<file path="src/rtl/ysyx_23060136_ifu_fetch_ctrl.sv">
// IFU1 fetch sequencer: owns the fetch PC, issues one AXI4-Lite read at a time, redirects on trap/branch.
// Latency: 3 cycles minimum from REQ to inst_valid (REQ + WAIT + HOLD); one instruction per 3 cycles steady state.
// Backpressure: HOLD waits on FORWARD_stallIF; redirects during an in-flight read mark it stale and drop its data.
// Optional perf counters are enabled by defining YSYX_23060136_IFU_FETCH_PERF_EN.

`ifndef ysyx_23060136_BITS_W
`define ysyx_23060136_BITS_W 32
`endif
`ifndef ysyx_23060136_PC_RST
`define ysyx_23060136_PC_RST 32'h8000_0000
`endif

module ysyx_23060136_ifu_fetch_ctrl #(
    parameter int                BITS_W = `ysyx_23060136_BITS_W,
    parameter logic [BITS_W-1:0] PC_RST = `ysyx_23060136_PC_RST
) (
    input  logic              clk,
    input  logic              rst,
    input  logic              TRAP_valid,
    input  logic [BITS_W-1:0] TRAP_target,
    input  logic              BRANCH_PCSrc,
    input  logic [BITS_W-1:0] BRANCH_branch_target,
    input  logic              FORWARD_stallIF,
    output logic [BITS_W-1:0] IFU_araddr,
    output logic              IFU_arvalid,
    input  logic              IFU_arready,
    input  logic [31:0]       IFU_rdata,
    input  logic [1:0]        IFU_rresp,
    input  logic              IFU_rvalid,
    output logic              IFU_rready,
    output logic [BITS_W-1:0] IFU1_pc,
    output logic [31:0]       IFU_inst,
    output logic [BITS_W-1:0] IFU_inst_pc,
    output logic              IFU_inst_valid,
    output logic              IFU_access_fault
`ifdef YSYX_23060136_IFU_FETCH_PERF_EN
    ,
    output logic [63:0]       IFU_perf_fetch_cnt,
    output logic [31:0]       IFU_perf_kill_cnt
`endif
);

    typedef enum logic [1:0] {
        IDLE = 2'd0,
        REQ  = 2'd1,
        WAIT = 2'd2,
        HOLD = 2'd3
    } state_e;

    state_e            state_q, state_d;
    logic [BITS_W-1:0] pc_q, pc_d;
    logic [BITS_W-1:0] addr_q, addr_d;
    logic              kill_q, kill_d;
    logic [31:0]       inst_q, inst_d;
    logic [BITS_W-1:0] inst_pc_q, inst_pc_d;
    logic              fault_q, fault_d;

    logic              redir;
    logic [BITS_W-1:0] redir_tgt;
    logic [BITS_W-1:0] pc_plus4;
    logic              consume;
    logic              drop;

    // Trap outranks branch; targets are used verbatim with no alignment check.
    assign redir     = TRAP_valid | BRANCH_PCSrc;
    assign redir_tgt = TRAP_valid ? TRAP_target : BRANCH_branch_target;
    assign pc_plus4  = pc_q + BITS_W'(4);

    // Handshake outputs decode registered state only, so no input-to-output path exists.
    assign IFU_arvalid      = (state_q == REQ);
    assign IFU_rready       = (state_q == WAIT);
    assign IFU_inst_valid   = (state_q == HOLD);
    assign IFU_araddr       = addr_q;
    assign IFU1_pc          = pc_q;
    assign IFU_inst         = inst_q;
    assign IFU_inst_pc      = inst_pc_q;
    assign IFU_access_fault = fault_q;

    // Next-state, PC/address and latched-instruction logic.
    always_comb begin
        state_d   = state_q;
        pc_d      = pc_q;
        addr_d    = addr_q;
        kill_d    = kill_q;
        inst_d    = inst_q;
        inst_pc_d = inst_pc_q;
        fault_d   = fault_q;
        consume   = 1'b0;
        drop      = 1'b0;
        unique case (state_q)
            IDLE: begin
                state_d = REQ;
                if (redir) begin
                    pc_d   = redir_tgt;
                    addr_d = redir_tgt;
                end else begin
                    addr_d = pc_q;
                end
            end
            REQ: begin
                // addr_q stays put until accepted; a redirect only retargets pc and marks the read stale.
                if (redir) begin
                    pc_d   = redir_tgt;
                    kill_d = 1'b1;
                end
                if (IFU_arready) begin
                    state_d = WAIT;
                end
            end
            WAIT: begin
                if (IFU_rvalid) begin
                    if (kill_q || redir) begin
                        // Stale response: discard and refetch from the newest PC.
                        drop    = 1'b1;
                        kill_d  = 1'b0;
                        pc_d    = redir ? redir_tgt : pc_q;
                        addr_d  = redir ? redir_tgt : pc_q;
                        state_d = REQ;
                    end else begin
                        inst_d    = (IFU_rresp != 2'b00) ? 32'h0 : IFU_rdata;
                        inst_pc_d = addr_q;
                        fault_d   = (IFU_rresp != 2'b00);
                        state_d   = HOLD;
                    end
                end else if (redir) begin
                    pc_d   = redir_tgt;
                    kill_d = 1'b1;
                end
            end
            HOLD: begin
                if (redir) begin
                    pc_d    = redir_tgt;
                    addr_d  = redir_tgt;
                    state_d = REQ;
                end else if (!FORWARD_stallIF) begin
                    consume = 1'b1;
                    pc_d    = pc_plus4;
                    addr_d  = pc_plus4;
                    state_d = REQ;
                end
            end
            default: state_d = IDLE;
        endcase
    end

    // State and datapath registers with synchronous reset.
    always_ff @(posedge clk) begin
        if (rst) begin
            state_q   <= IDLE;
            pc_q      <= PC_RST;
            addr_q    <= '0;
            kill_q    <= 1'b0;
            inst_q    <= 32'h0;
            inst_pc_q <= '0;
            fault_q   <= 1'b0;
        end else begin
            state_q   <= state_d;
            pc_q      <= pc_d;
            addr_q    <= addr_d;
            kill_q    <= kill_d;
            inst_q    <= inst_d;
            inst_pc_q <= inst_pc_d;
            fault_q   <= fault_d;
        end
    end

`ifdef YSYX_23060136_IFU_FETCH_PERF_EN
    logic [63:0] fetch_cnt_q, fetch_cnt_d;
    logic [31:0] kill_cnt_q, kill_cnt_d;

    // Wrapping event counters: consumed instructions and discarded stale responses.
    always_comb begin
        fetch_cnt_d = fetch_cnt_q + (consume ? 64'd1 : 64'd0);
        kill_cnt_d  = kill_cnt_q + (drop ? 32'd1 : 32'd0);
    end

    // Counter registers.
    always_ff @(posedge clk) begin
        if (rst) begin
            fetch_cnt_q <= 64'd0;
            kill_cnt_q  <= 32'd0;
        end else begin
            fetch_cnt_q <= fetch_cnt_d;
            kill_cnt_q  <= kill_cnt_d;
        end
    end

    assign IFU_perf_fetch_cnt = fetch_cnt_q;
    assign IFU_perf_kill_cnt  = kill_cnt_q;
`else
    logic unused_evt;
    assign unused_evt = consume ^ drop;
`endif

endmodule

</file>
<file path="config.mk">
export PLATFORM = sky130hd
export DESIGN_NAME = ysyx_23060136_ifu_fetch_ctrl
export DESIGN_NICKNAME = d
export VERILOG_FILES = /design/src/rtl/ysyx_23060136_ifu_fetch_ctrl.sv
export SDC_FILE = /design/constraint.sdc
export NUM_CORES = 1
export LEC_CHECK = 0
export CAP_MARGIN = 30
export CORE_AREA = 5 5 123 125
export DETAILED_ROUTE_END_ITERATION = 8
export DIE_AREA = 0 0 128 130
export PLACE_DENSITY = 0.79
export SYNTH_ARGS = -nofsm -noshare
export SYNTH_HDL_FRONTEND = slang
export SYNTH_SLANG_ARGS = --single-unit
</file>
<file path="constraint.sdc">
create_clock -name clk -period 2.97 [get_ports clk]
set_input_delay 0.297 -clock clk [delete_from_list [all_inputs] [get_ports clk]]
set_output_delay 0.297 -clock clk [all_outputs]
set_load 0.02 [all_outputs]
</file>
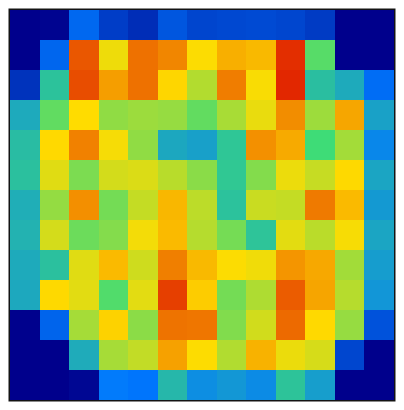
Run 1: cell area per tile
Drawn at 3 px/um. 13 x 13 tiles, from dark blue (low) to red (high), 0 to 100% covered.
nearly empty tiles	9.5%
emptiest ninth of the die	south-west
fullest tile	96%
mean over tiles	54%
tiles over 75% full	24%
fp_density: 0.436
Core ar.: 13800 um2
Final Core Density: 0.664

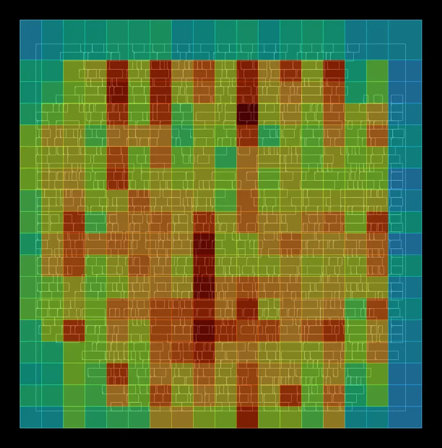
Run 1: track usage over the die
global routing's busiest layer: met2
grt met3 use: 0.0647

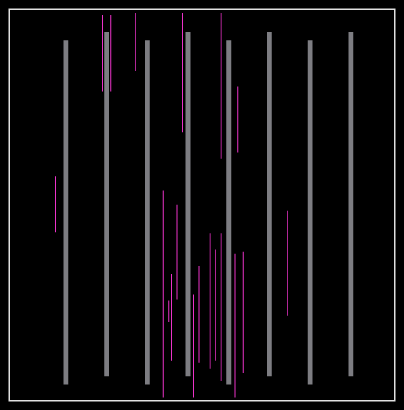
Run 1: M4 wires
Drawn at 3 px/um. Supply wires on this layer in grey.
wire length on this layer	651 um
main direction	vertical
nets with wire on the layer	17
longest straight run	68.7 um
total wire length: 21500 um
number of vias in the routed layout: 6418

==> impl_metrics.yaml, run 1 <==
# yosys + openroad results
floorplan:
  dieHeight_um: 130
clock_tree:
  numCtsBuffers: 17
  cts_setup_buffers: 0
job:
  drv_cap: 0
  warning_count: 29
critical_path:
  cp_num_cells: 6
  worstSetupStartpoint: "state_q[0]$_SDFFE_PP0P_"
  path_cells: "ha_1 > nand4_2 > or4_1 > o31a_1 > o21ai_0 > a311oi_1"
  worstSetupPathType: "reg2reg"
  crit_arrival_ps: 2690
  crit_path_end_kind: "flip-flop"
grt:
  grt_pass1_wl_um: 33400
  grt_max_degree: 90
synth:
  adder_share: 0.0104
  synthAoiAreaFrac: 0.221
  synth.distinct_cells: 57
  ys_cells: 732
  largest_area_cell: "dfxtp_1"
drt:
  remaining_drc_errors: 0
  dr.first_iter.drc_count: 430
  dr.max_layer_used: "met4"
  wire_per_inst_um: 18.8
placed_design:
  portBuffers: 236
  gp_congestion: 0.867
  place_area_um2: 8570
final_layout:
  logic_gates: 528
  sh_seq_area: 0.289
  seqCellArea_um2: 2640
  flops: 132
power_and_ir_drop:
  maxPowerGroup: "clock"
  p_sw_frac: 0.259
status:
  status: "finished clean"
final_timing:
  hold_viol: 0
==> run 2: changes to the inputs <==
clock period = 2.3 ns   (was 2.97 ns; I/O delays follow)
==> run 2 against run 1 <==
Hold slack worse by 41 ps. First-iteration DRC count up 2.3%. Non-clock buffer count up 39. Clock power up 27%. Worst setup slack worse by 410 ps. Via count up 2.4%. Sequential power up 28%.
==> impl_metrics.yaml, run 2 <==
# yosys + openroad results
status:
  status: "finished clean"
synth:
  synth.distinct_cells: 57
  ys_cells: 732
  largest_area_cell: "dfxtp_1"
  synthAoiAreaFrac: 0.221
final_layout:
  logic_gates: 528
  seqCellArea_um2: 2640
  sh_seq_area: 0.278
critical_path:
  worstSetupPathType: "reg2reg"
  cp_num_cells: 7
  worstSetupStartpoint: "state_q[0]$_SDFFE_PP0P_"
  crit_arrival_ps: 2420
drt:
  remaining_drc_errors: 0
  dr.first_iter.drc_count: 440
  wire_per_inst_um: 18.4
floorplan:
  fp_util: 0.436
  dieHeight_um: 130
  core_area_um2: 13800
final_timing:
  hold_viol: 0
clock_tree:
  numCtsBuffers: 17
power_and_ir_drop:
  p_sw_frac: 0.262
grt:
  grt_use_met3: 0.0667
  grt_max_degree: 91
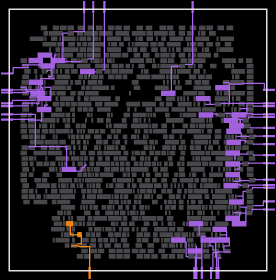
Run 2: I/O nets highlighted
Drawn at 2 px/um.
port	colour	bits	direction	edge	end cells	buffers	wire
IFU_inst_pc	purple	32	output	15 east, 7 west, 6 south, 4 north	32	32	821 um
IFU_arready	orange	1	input	south	3	1	40.5 um
input/output buffers: 236
number of I/O pins: 237

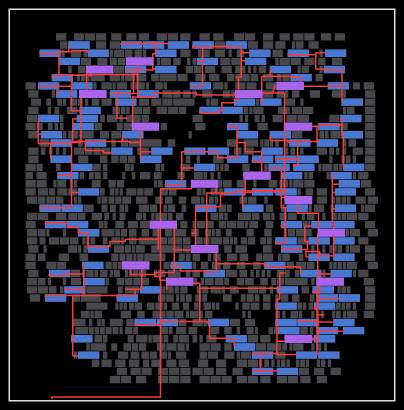
Run 2: clock network drawn from the DEF
Drawn at 3 px/um.
[clock-net drivers] purple | count: 17
[flip-flops] blue | count: 132
[clock wires] red | length: 1680 um
flops lie	spread over the die
worst skew pair latency: 420 ps
clk pwr: 2.65 mW
Clock Power Share: 0.427
Clock Skew: 6.79 ps

No activity file was given, so power comes from the tool's default toggle rates.
